`src/rtl/xfer_arbiter_if.sv`:
```
// Requester channel into the transfer arbiter: one descriptor handshake plus
// the completion/error pulses returned to that requester.
interface xfer_arbiter_if #(
  parameter int ADDR_WR_W = 5,
  parameter int ADDR_RD_W = 4
);
  logic                 valid;
  logic [ADDR_WR_W-1:0] src;
  logic [ADDR_RD_W-1:0] dst;
  logic [ADDR_WR_W-1:0] len;
  logic                 ready;
  logic                 done;
  logic                 err;

  modport master (output valid, src, dst, len, input  ready, done, err);
  modport slave  (input  valid, src, dst, len, output ready, done, err);
endinterface

```
`src/rtl/xfer_arbiter.sv`:
```
// Two-requester round-robin arbiter that range-checks a transfer descriptor,
// starts the RAM_IN -> RAM_OUT engine and reports done/err to the owner.
module xfer_arbiter #(
  parameter int ADDR_WR_W = 5,
  parameter int ADDR_RD_W = 4,
  parameter int TIMEOUT   = 255
) (
  input  logic                 clk,
  input  logic                 rst,
  xfer_arbiter_if.slave        req0,
  xfer_arbiter_if.slave        req1,
  output logic                 eng_start,
  output logic [ADDR_WR_W-1:0] eng_src,
  output logic [ADDR_RD_W-1:0] eng_dst,
  output logic [ADDR_WR_W-1:0] eng_len,
  input  logic                 eng_done,
  output logic                 busy,
  output logic                 last_grant,
  output logic                 timeout_flag
);

  localparam logic [2:0] IDLE  = 3'd0;
  localparam logic [2:0] ISSUE = 3'd1;
  localparam logic [2:0] ARM   = 3'd2;
  localparam logic [2:0] WAIT  = 3'd3;
  localparam logic [2:0] RESP  = 3'd4;

  localparam int CNT_W = $clog2(TIMEOUT + 1);
  localparam logic [CNT_W-1:0] CNT_LAST = CNT_W'(TIMEOUT - 1);

  // Range arithmetic is widened so src + 2*len cannot wrap.
  localparam int SUM_W = ((ADDR_WR_W > ADDR_RD_W) ? ADDR_WR_W : ADDR_RD_W) + 2;
  localparam logic [ADDR_WR_W-1:0] LEN_MAX = ADDR_WR_W'(2 ** (ADDR_WR_W - 1));
  localparam logic [SUM_W-1:0]     SRC_LIM = SUM_W'(2 ** ADDR_WR_W);
  localparam logic [SUM_W-1:0]     DST_LIM = SUM_W'(2 ** ADDR_RD_W);

  logic [2:0]       state;
  logic             ptr;
  logic             resp_err;
  logic [CNT_W-1:0] cnt;

  logic                 sel;
  logic                 handshake;
  logic                 legal;
  logic [ADDR_WR_W-1:0] sel_src;
  logic [ADDR_RD_W-1:0] sel_dst;
  logic [ADDR_WR_W-1:0] sel_len;
  logic [SUM_W-1:0]     src_end;
  logic [SUM_W-1:0]     dst_end;

  // NOTE: every combinational output gets a default first so no latch can be inferred.
  always_comb begin
    sel = req1.valid;
    if (req0.valid && req1.valid) sel = ptr;
    handshake = (state == IDLE) && (req0.valid || req1.valid);
    sel_src   = sel ? req1.src : req0.src;
    sel_dst   = sel ? req1.dst : req0.dst;
    sel_len   = sel ? req1.len : req0.len;
    src_end   = SUM_W'(sel_src) + (SUM_W'(sel_len) << 1);
    dst_end   = SUM_W'(sel_dst) + SUM_W'(sel_len);
    legal     = (sel_len != '0) && (sel_len <= LEN_MAX) &&
                (src_end <= SRC_LIM) && (dst_end <= DST_LIM);
  end

  assign req0.ready = (state == IDLE) && req0.valid && !sel;
  assign req1.ready = (state == IDLE) && req1.valid &&  sel;

  assign req0.done = (state == RESP) && !resp_err && !last_grant;
  assign req0.err  = (state == RESP) &&  resp_err && !last_grant;
  assign req1.done = (state == RESP) && !resp_err &&  last_grant;
  assign req1.err  = (state == RESP) &&  resp_err &&  last_grant;

  assign eng_start = (state == ISSUE);
  assign busy      = (state != IDLE);

  // NOTE: synchronous reset inside the clocked block; all state uses non-blocking assignments.
  always_ff @(posedge clk) begin
    if (rst) begin
      state        <= IDLE;
      ptr          <= 1'b0;
      last_grant   <= 1'b0;
      resp_err     <= 1'b0;
      cnt          <= '0;
      timeout_flag <= 1'b0;
      eng_src      <= '0;
      eng_dst      <= '0;
      eng_len      <= '0;
    end else begin
      case (state)
        IDLE: begin
          if (handshake) begin
            eng_src    <= sel_src;
            eng_dst    <= sel_dst;
            eng_len    <= sel_len;
            last_grant <= sel;
            ptr        <= ~sel;
            resp_err   <= ~legal;
            state      <= legal ? ISSUE : RESP;
          end
        end
        ISSUE: state <= ARM;
        ARM: begin
          // A stale engine done is deliberately ignored here.
          cnt   <= '0;
          state <= WAIT;
        end
        WAIT: begin
          if (eng_done) begin
            resp_err <= 1'b0;
            state    <= RESP;
          end else if (cnt == CNT_LAST) begin
            resp_err     <= 1'b1;
            timeout_flag <= 1'b1;
            state        <= RESP;
          end else begin
            cnt <= cnt + CNT_W'(1);
          end
        end
        RESP:    state <= IDLE;
        default: state <= IDLE;
      endcase
    end
  end

endmodule

```
`src/flat_wrapper.sv`:
```
// flat-port wrapper written by rule: the top's interface ports become plain ports
module xfer_arbiter_flat 
#(
  parameter int ADDR_WR_W = 5,
  parameter int ADDR_RD_W = 4,
  parameter int TIMEOUT   = 255
)
  (clk, rst, eng_start, eng_src, eng_dst, eng_len, eng_done, busy, last_grant, timeout_flag, req0_valid, req0_src, req0_dst, req0_len, req0_ready, req0_done, req0_err, req1_valid, req1_src, req1_dst, req1_len, req1_ready, req1_done, req1_err);
  xfer_arbiter_if #(.ADDR_WR_W(ADDR_WR_W), .ADDR_RD_W(ADDR_RD_W)) req0_i ();
  xfer_arbiter_if #(.ADDR_WR_W(ADDR_WR_W), .ADDR_RD_W(ADDR_RD_W)) req1_i ();
  input  logic clk;
  input  logic rst;
  output logic eng_start;
  output logic [ADDR_WR_W-1:0] eng_src;
  output logic [ADDR_RD_W-1:0] eng_dst;
  output logic [ADDR_WR_W-1:0] eng_len;
  input  logic eng_done;
  output logic busy;
  output logic last_grant;
  output logic timeout_flag;
  input wire logic [$bits(req0_i.valid)-1:0] req0_valid;
  input wire logic [$bits(req0_i.src)-1:0] req0_src;
  input wire logic [$bits(req0_i.dst)-1:0] req0_dst;
  input wire logic [$bits(req0_i.len)-1:0] req0_len;
  output wire logic [$bits(req0_i.ready)-1:0] req0_ready;
  output wire logic [$bits(req0_i.done)-1:0] req0_done;
  output wire logic [$bits(req0_i.err)-1:0] req0_err;
  input wire logic [$bits(req1_i.valid)-1:0] req1_valid;
  input wire logic [$bits(req1_i.src)-1:0] req1_src;
  input wire logic [$bits(req1_i.dst)-1:0] req1_dst;
  input wire logic [$bits(req1_i.len)-1:0] req1_len;
  output wire logic [$bits(req1_i.ready)-1:0] req1_ready;
  output wire logic [$bits(req1_i.done)-1:0] req1_done;
  output wire logic [$bits(req1_i.err)-1:0] req1_err;
  assign req0_i.valid = req0_valid;
  assign req0_i.src = req0_src;
  assign req0_i.dst = req0_dst;
  assign req0_i.len = req0_len;
  assign req0_ready = req0_i.ready;
  assign req0_done = req0_i.done;
  assign req0_err = req0_i.err;
  assign req1_i.valid = req1_valid;
  assign req1_i.src = req1_src;
  assign req1_i.dst = req1_dst;
  assign req1_i.len = req1_len;
  assign req1_ready = req1_i.ready;
  assign req1_done = req1_i.done;
  assign req1_err = req1_i.err;
  xfer_arbiter #(.ADDR_WR_W(ADDR_WR_W), .ADDR_RD_W(ADDR_RD_W), .TIMEOUT(TIMEOUT)) u_core (.clk(clk), .rst(rst), .req0(req0_i), .req1(req1_i), .eng_start(eng_start), .eng_src(eng_src), .eng_dst(eng_dst), .eng_len(eng_len), .eng_done(eng_done), .busy(busy), .last_grant(last_grant), .timeout_flag(timeout_flag));
endmodule
```
`config.mk`:
```
export PLATFORM = sky130hd
export DESIGN_NAME = xfer_arbiter_flat
export DESIGN_NICKNAME = d
export VERILOG_FILES = /design/src/rtl/xfer_arbiter_if.sv /design/src/rtl/xfer_arbiter.sv /design/src/flat_wrapper.sv
export SDC_FILE = /design/constraint.sdc
export NUM_CORES = 1
export LEC_CHECK = 0
export CAP_MARGIN = 5
export CORE_AREA = 3 3 90 92
export DETAILED_ROUTE_END_ITERATION = 8
export DIE_AREA = 0 0 93 95
export HOLD_SLACK_MARGIN = 0.03
export PLACE_DENSITY = 0.46
export SYNTH_ARGS = -nofsm -noshare
export SYNTH_HDL_FRONTEND = slang
export SYNTH_SLANG_ARGS = --single-unit
export TNS_END_PERCENT = 1
```
`constraint.sdc`:
```
create_clock -name clk -period 3.5 [get_ports clk]
set_input_delay 0.525 -clock clk [delete_from_list [all_inputs] [get_ports clk]]
set_output_delay 0.525 -clock clk [all_outputs]
set_load 0.1 [all_outputs]
```
Wires at chosen ports, followed through buffers:
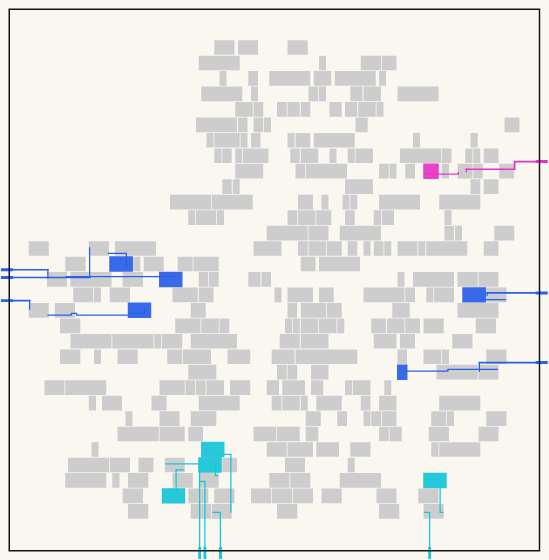
- blue: `req0_src` (direction input; edge 3 left, 2 right; end cells 5; buffers 5; wire 117 um)
- magenta: `eng_start` (direction output; edge right; end cells 1; buffers 1; wire 20.4 um)
- cyan: `req0_dst` (direction input; edge bottom; end cells 4; buffers 4; wire 74.4 um)
port buffer count: 56
IO Pins: 57

Drive-strength map:
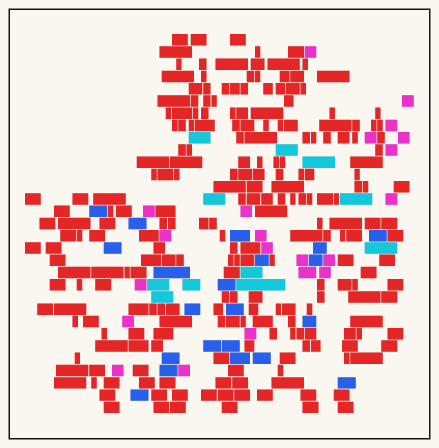
- red: _0 and _1 cells (cells 232)
- magenta: _3 and _4 cells (cells 21)
- cyan: _6 and larger (cells 11)
- blue: _2 cells (cells 21)
Non-clock buffers: 71
synthesis-to-finish area growth: 48.91%
Setup WS post-layout: 180.1 ps

Wiring heat map:
The bar under the picture is 20 um long. The die is cut into 19 by 19 equal tiles; dark purple is low, yellow is high, scaled to the fullest tile. Values are wire area over tile area, all layers added.
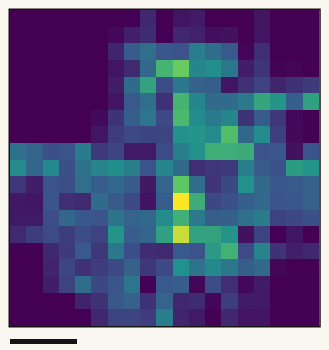
- mean over tiles: 0.092
- fullest tile: 0.46
- tiles over half the peak: 8.3%
- nearly empty tiles: 28%
Avg WL per Cell: 13.35 um
Total Wirelength: 5126 um
DR vias: 1747
GR Util All Layers: 0.1241

==> path summary, 6_finish.rpt <==
path	startpoint	to	slack (ps)
min reg2reg	u_core.timeout_flag$_SDFFE_PP0P_	u_core.timeout_flag$_SDFFE_PP0P_	470
max reg2reg	u_core.ptr$_SDFFE_PP0P_	u_core.resp_err$_SDFFE_PP0P_	500
min	u_core.timeout_flag$_SDFFE_PP0P_	u_core.timeout_flag$_SDFFE_PP0P_	470
max	req0_valid	u_core.resp_err$_SDFFE_PP0P_	180
==> routing by layer <==
metal,vias up,GRT usage,routed length [um]
met1,785,0.1651,2521
met5,-,0,0
met4,0,0.03663,48
met3,4,0.03426,334
li1,909,-,-
met2,49,0.1962,2221
==> worst min-delay path, delay by kind of cell (launching register included) <==
family / cells / cell delay [ps]
simple gates: 1 / 70
flops: 1 / 330
compound gates: 1 / 40
==> GITHUB_STEP_SUMMARY <==
### Flow metrics

| Metric | Value |
|---|---|
| Hpwl dp | 4062 um |
| Grt total ovfl | 0 |
| Clk cell area share | 0.04254 |
| XOR/XNOR Area Share | 0.03338 |
| Hold Slack | 474.4 ps |
| Dominant cell by count in the synthesized netlist | nor2_1 |
| Vias per inst | 4.549 |
| Normalized max-slew margin | 0.3435 |
| Max FO, Critical Path | 5 |
| Pre-CTS setup slack | -278.8 ps |
| Clk pwr | 367 uW |
| # fillers | 784 |
| Post-CTS setup buffers | 0 |
| Logic area | 1202 um^2 |
| Largest register FFs | 8 |
| Endpoints failing setup | 0 |
| First-pass GRT wire length | 8783 um |
| Num CTS Buffers | 5 |
| Die ar. | 8835 um^2 |
| Leakage | 1.124 nW |
| Comb pwr share | 0.533 |
| Drt initial violations | 62 |
| Seq cells post-synth | 29 |
| Crit path buf inv count | 2 |
| Post-route ant nets | 0 |
| FF-to-FF path depth | 13 |
| CP max stage delay | 500 ps |
| Hold-fix buffers, CTS | 0 |
| Sequential Power Share | 0.249 |
| GP Congestion | 0.7831 |
| Worst-path clk slew | 70 ps |
| Tapcells | 99 |
| Reg with most FFs | u_core.cnt |
| Top cells by count | nor2_1 (38), dfxtp_1 (29), a21oi_1 (13) |
| Placed instance area | 2600 um^2 |
| Pins over their slew limit | 0 |
| Critical path's slowest cell | clkdlybuf4s50_1 |
| Worst hold path class | flip-flop to flip-flop |
| CORE AREA | 7292 um^2 |
| Final cell count without fillers | 384 |
| Mapped Area | 1837 um^2 |
| CP delay by family, top | AND-OR/OR-AND gates |
| Top cells by area | dfxtp_1 (32%), nor2_1 (7.8%), mux2_2 (7.4%) |
| Syn Nets | 259 |
| Syn_area_per_cell | 8.583 um^2 |
| Register area | 580.6 um^2 |
| H-tree levels | 2 |
| Pwr top | combinational logic |
| Cells after Synth | 214 |
| Internal power | 905.1 uW |
| Number of global-route vias before repair | 1805 |
| Root Buffer | clkbuf_8 |
| Synth async-reset ratio | 0 |
| RSZ-0062 raised after global routing | false |
| Tcrit/Tclk final | 0.9485 |
| OpenROAD warning count | 27 |
| Clk_lat worst skew | 280 ps |
| WS Path Type | input port to flip-flop |
| CTS tree | done |
| Post-route cell area | 2735 um^2 |
| Antenna Cells | 0 |
| Die width | 93 um |
| Switching pwr | 776.9 uW |
| Chip Height | 95 um |
| Yosys simple share | 0.2418 |
| Seq/Total Area, Yosys | 0.3161 |
| Largest area contributor in the netlist | dfxtp_1 |
| Yosys aoi share | 0.1424 |
| Outcome | finished clean |
| CP Depth | 14 |
| Max Buffers Root-to-Sink | 2 |
Power figures rest on the tool's default switching activity, not on a simulated workload.
